===== src/rtl/blink_seq_pkg.sv =====
// Shared types and default widths for the blink sequencer.
package blink_seq_pkg;

    localparam int DEF_CNT_W = 8;
    localparam int DEF_PS_W  = 4;

    typedef enum logic [1:0] {
        IDLE  = 2'd0,
        RUN   = 2'd1,
        PAUSE = 2'd2,
        DONE  = 2'd3
    } state_t;

endpackage


===== src/rtl/blink_prescaler.sv =====
// Programmable tick divider: one tick every (div+1) enabled cycles, restarted by clr.
module blink_prescaler #(
    parameter int PS_W = 4
) (
    input  logic            clk,
    input  logic            rst,
    input  logic            clr,
    input  logic            en,
    input  logic [PS_W-1:0] div,
    output logic            tick
);

    logic [PS_W-1:0] pcnt_reg;

    // Count stays frozen whenever en is low, so a paused run resumes mid-period.
    assign tick = en && (pcnt_reg == div);

    always_ff @(posedge clk) begin
        if (rst || clr) begin
            pcnt_reg <= '0;
        end else if (en) begin
            pcnt_reg <= tick ? '0 : pcnt_reg + 1'b1;
        end
    end

endmodule


===== src/rtl/blink_sequencer.sv =====
// Run/pause/step counter sequencer with wrap or one-shot terminal count.
// Optional prescaler built only when BLINK_SEQ_PRESCALE_EN is defined.
module blink_sequencer
    import blink_seq_pkg::*;
#(
    parameter int CNT_W = DEF_CNT_W,
    parameter int PS_W  = DEF_PS_W
) (
    input  logic             clk,
    input  logic             rst,
    input  logic             start,
    input  logic             stop,
    input  logic             step,
    input  logic             oneshot,
    input  logic [CNT_W-1:0] term,
    input  logic [PS_W-1:0]  prescale,
    output logic [CNT_W-1:0] cnt,
    output logic             tick,
    output logic             busy,
    output logic             done,
    output logic             wrap
);

    state_t           state_reg, state_next;
    logic [CNT_W-1:0] cnt_reg, cnt_next;
    logic             wrap_reg, wrap_next;
    logic             busy_reg, done_reg;

    logic run_en, run_tick, fresh_start, step_adv, advance;

    // stop outranks everything, so a RUN cycle with stop never advances.
    assign run_en      = (state_reg == RUN) && !stop;
    assign fresh_start = ((state_reg == IDLE) || (state_reg == DONE)) && start && !stop;
    assign step_adv    = (state_reg == PAUSE) && !stop && !start && step;

`ifdef BLINK_SEQ_PRESCALE_EN
    blink_prescaler #(
        .PS_W(PS_W)
    ) u_prescaler (
        .clk  (clk),
        .rst  (rst),
        .clr  (fresh_start),
        .en   (run_en),
        .div  (prescale),
        .tick (run_tick)
    );
`else
    logic unused_prescale;
    assign unused_prescale = ^prescale;
    assign run_tick        = run_en;
`endif

    assign advance = run_tick || step_adv;

    always_comb begin
        state_next = state_reg;
        cnt_next   = cnt_reg;
        wrap_next  = 1'b0;
        case (state_reg)
            IDLE, DONE: begin
                if (stop) begin
                    state_next = IDLE;
                end else if (start) begin
                    state_next = RUN;
                    cnt_next   = '0;
                end
            end
            RUN: begin
                if (stop) state_next = PAUSE;
            end
            PAUSE: begin
                if (stop) begin
                    state_next = IDLE;
                end else if (start) begin
                    state_next = RUN;
                end
            end
            default: state_next = IDLE;
        endcase
        // advance is only ever true when no stop/start transition is pending.
        if (advance) begin
            if (cnt_reg != term) begin
                cnt_next = cnt_reg + 1'b1;
            end else if (oneshot) begin
                state_next = DONE;
            end else begin
                cnt_next  = '0;
                wrap_next = 1'b1;
            end
        end
    end

    always_ff @(posedge clk) begin
        if (rst) begin
            state_reg <= IDLE;
            cnt_reg   <= '0;
            wrap_reg  <= 1'b0;
            busy_reg  <= 1'b0;
            done_reg  <= 1'b0;
        end else begin
            state_reg <= state_next;
            cnt_reg   <= cnt_next;
            wrap_reg  <= wrap_next;
            busy_reg  <= (state_next == RUN) || (state_next == PAUSE);
            done_reg  <= (state_next == DONE);
        end
    end

    assign cnt  = cnt_reg;
    assign tick = advance;
    assign busy = busy_reg;
    assign done = done_reg;
    assign wrap = wrap_reg;

endmodule


===== config.mk =====
export PLATFORM = sky130hd
export DESIGN_NAME = blink_sequencer
export DESIGN_NICKNAME = d
export VERILOG_FILES = /design/src/rtl/blink_seq_pkg.sv /design/src/rtl/blink_prescaler.sv /design/src/rtl/blink_sequencer.sv
export SDC_FILE = /design/constraint.sdc
export NUM_CORES = 1
export LEC_CHECK = 0
export CAP_MARGIN = 20
export CORE_MARGIN = 3
export CORE_UTILIZATION = 44
export DETAILED_ROUTE_END_ITERATION = 8
export GPL_ROUTABILITY_DRIVEN = 0
export PLACE_DENSITY = 0.78
export SLEW_MARGIN = 15
export SYNTH_ARGS = -nofsm -noshare
export SYNTH_HDL_FRONTEND = slang
export SYNTH_SLANG_ARGS = --single-unit
export TNS_END_PERCENT = 10

===== constraint.sdc =====
create_clock -name clk -period 2.02 [get_ports clk]
set_input_delay 0.404 -clock clk [delete_from_list [all_inputs] [get_ports clk]]
set_output_delay 0.404 -clock clk [all_outputs]
set_load 0.05 [all_outputs]

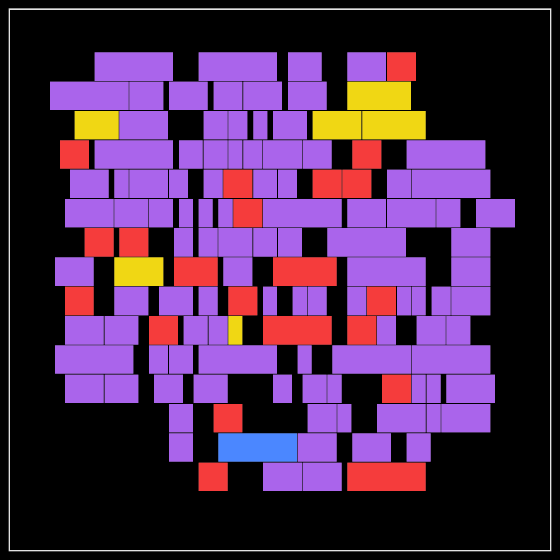
Fig. 1. Cells by drive strength.
color	size	cells	share
blue	x6 and larger	1	0.78%
purple	x1 and smaller	101	78%
yellow	x2	6	4.7%
red	x3 and x4	21	16%
Worst Setup Slack, final: 0.0556 ns
fin area: 0.00121 sq mm

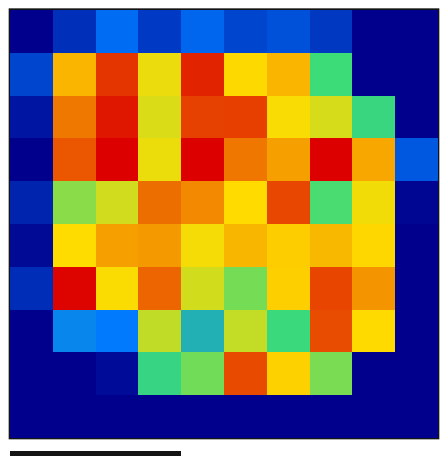
Fig. 2. Local utilization.
Bar = 20 microns. 10 x 10 tiles, from dark blue (low) to red (high), 0 to 100% covered.
nearly empty tiles	26%
tiles over 75% full	35%
emptiest ninth of the die	lower left
densest ninth of the die	center
mean over tiles	47%
Core Util at FP: 0.481
core area: 0.00178 sq mm
post-layout util: 0.679

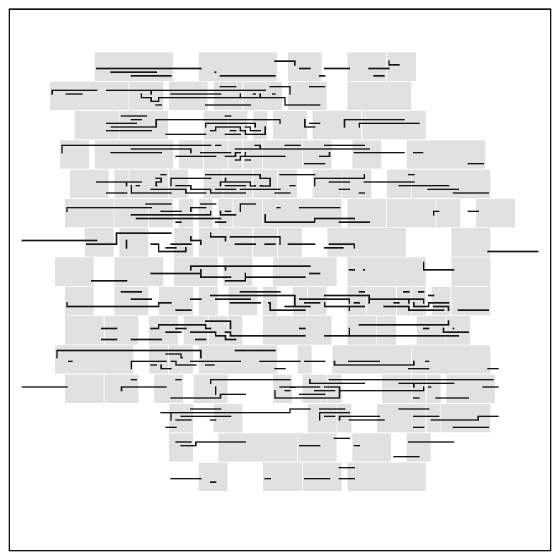
Fig. 3. Metal 1.
longest straight run	15.2 microns
nets with wire on the layer	127
wire length on this layer	783 microns
met1 track demand over resource: 0.203
Final Routed Wirelength: 1.82 mm
Vias: 780

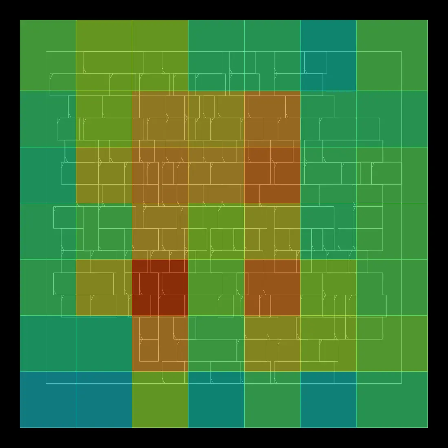
Fig. 4. Track usage over the die.
Routed WL per cell: 11.8 microns
met2 Use GR: 0.263
GRT Max-Usage Layer: met2

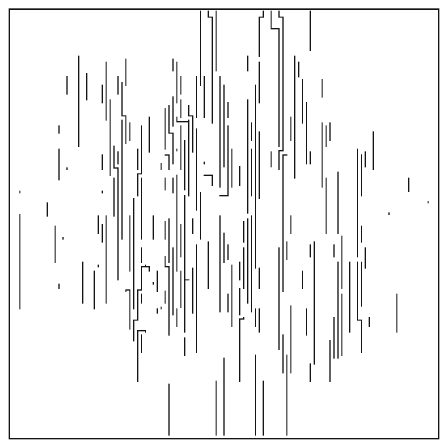
Fig. 5. M2 wires.
nets with wire on the layer	127
wire length on this layer	900 microns
share of all routed wire	49%

==> deck_impl_summary.md <==
Physical Implementation Snapshot

Run status
  • Status: completed

Timing
  • Fin. Hold Viols: 0
  • Tcrit/Tclk final: 0.972
  • Worst clock skew: 0.00568 ns
  • Worst Max-Slew Pin Slew: 0.526 ns
  • RSZ-0062 raised after global routing: false
  • Final TNS setup: 0 ns
  • Final setup vio count: 0
  • Fin crit period: 1.96 ns
  • Max Slew Vio Count: 0
  • Relative slew margins: 0.647
  • Fmax: 509 MHz
  • Worst hold margin: 0.578 ns

Setup path
  • Arrival time at the worst endpoint: 1.56 ns
  • Worst path required time: 1.62 ns
  • R2R setup slack: 0.25 ns
  • Slowest-stage cell, CP: clkdlybuf4s50_1
  • Crit path launch type: flip-flop
  • Setup crit end kind: output pin
  • Cells along the critical path: clkdlybuf4s50_1
  • Bufs and invs on worst path: 1
  • Crit path largest cell delay: 0.85 ns
  • CP Max Fanout: 6
  • WS Path Type: flip-flop to output pin
  • Crit-path leading delay family: buffers and inverters

Hold path
  • Hold Crit Class: flip-flop to flip-flop

Die
  • Die Y: 50.1 microns
  • Chip Width: 50.1 microns
  • Die Size: 0.00251 sq mm
  • Io pins: 30
  • Site Rows: 15

Placement
  • Placed cell area: 0.00118 sq mm
  • Dpl cells: 150
  • Buffers on Ports: 25
  • HPWL after DPL: 1.46 mm

Flow run
  • Tool warnings: 32
  • Max-cap violations: 0

CTS
  • Latency at later pin: 0.27 ns
  • Clk slew on worst S/H paths: 0.08 ns
  • Root buf cell: clkbuf_4
  • Cts bufs inserted: 3
  • Clock buffer depth: 2
  • Htree depth: 1
  • Clk sinks: 13
  • CTS tree: yes
  • Post-CTS Repair Setup Buffers: 0

Final layout
  • Area growth, synth to finish: 41.2%
  • Share of cells above drive strength 1: 0.217
  • Cell Count, Final, Fillers Out: 154
  • Antenna Cells: 0
  • Most instantiated logic cells after routing: 17 x clkdlybuf4s50_1, 14 x buf_4, 13 x dfxtp_1
  • Max reg flops: 8
  • Nets: 153
  • Fill count: 150
  • Commonest Layout Cell: clkdlybuf4s50_1

Detailed routing
  • Vias/cell: 5.06
  • Antenna viol nets, final: 0
  • DRC violations left: 0
  • DRT Pass-1 Iters: 4
  • Starting DRT DRC Count: 15

Pwr
  • Leakage: 0.509 nW
  • VDD IR max: 0.000389 V
  • Power Total: 0.538 mW
  • Pwr dens: 444 mW/mm^2

Global routing
  • Total GRT Usage: 0.160
  • Pin count of the biggest net entering global routing: 9
  • Initial antenna violation count: 0
  • First-pass GRT wire length: 3.14 mm
  • GRT overflow: 0
  • Vias in the first global route: 737

Logic synthesis
  • Synth unique cells: 38
  • Synth area leaders: dfxtp_1 30%, ha_1 7.3%, xnor2_1 7.2%, xnor2_2 3.8%, nand2_1 3.5%
  • Area of the mapped netlist: 857 sq um
  • Synth Seq Share: 0.304
  • Post-synth top area cell: dfxtp_1
  • Mean post-synth cell area: 9.02 sq um
  • YS chip area: 857 sq um
  • Async SR Flop Fraction: 0
  • Post-synth regs: 13
  • Syn Nets: 118
  • Synth warn: 0
  • Cells after synthesis: 95
  • Area share, top type: 0.304
  • Post-synth EDFFs: 0
  • Main flop type: dfxtp_1
  • # Cells Yosys: 95
[where the power goes]
part	switching, mW	internal (mW)	total, mW
combinational	0.0547	0.0600	0.115
clock	0.0815	0.0765	0.158
sequential	0.00380	0.261	0.265
[logic make-up after synthesis]
kind of cell,after synthesis,synth area share
AOI/OAI and AO/OA,21,0.183
xor gates and xnor gates,10,0.120
adders and majority gates,5,0.0730
buffers and inverters,8,0.0452
DFF,13,0.304
muxes,1,0.0131
and+or+nand+nor,37,0.263
[what timing repair did]
item                                    CTS  global route
resized                                   0             1
hold buffers                              0             0
endpoints found under the setup margin    0             1
[final timing paths]
check,start,endpoint,cells after the start
worst min register to register,cnt[5],cnt[5],1
worst max register to register,state_reg[0],cnt[4],7
worst min-delay path,cnt[5],cnt[5],1
worst max-delay path,cnt[5],cnt[5],1
[layout make-up]
type,count,area (sq um),area share
Multi-Input combinational cell,74,566,0.467
Timing Repair Buffer,33,308,0.254
Sequential cell,13,260,0.215
Tap cell,25,31.3,0.0259
Clock buffer,4,26.3,0.0217
Inverter,5,18.8,0.0155
[synth_stat cells (3+ instances only)]
cell type / instances
dfxtp_1: 13
nand2_1: 8
xnor2_1: 7
ha_1: 5
nor3_1: 5
a21oi_1: 4
nand3_1: 4
a21o_1: 3
a31oi_1: 3
and2_1: 3
inv_1: 3
nand2b_1: 3
nor2_1: 3
nor2b_1: 3
[routing by layer]
metal	track usage	part of all wire	vias to the layer above
met5	0	0	-
met4	0.0276	0.0050	0
met3	0.0564	0.069	2
met2	0.263	0.49	26
met1	0.203	0.43	348
li1	-	-	404
[per-stage QoR]
stage / worst slack [ns] / util
3_3_place_gp: -0.0634 / 0.662
5_1_grt: 0.0150 / 0.679
6_report: 0.0556 / 0.679
4_1_cts: 0.0251 / 0.677
2_1_floorplan: 0.0173 / -
3_5_place_dp: -0.0658 / 0.662
Power and IR drop assume default switching activity.
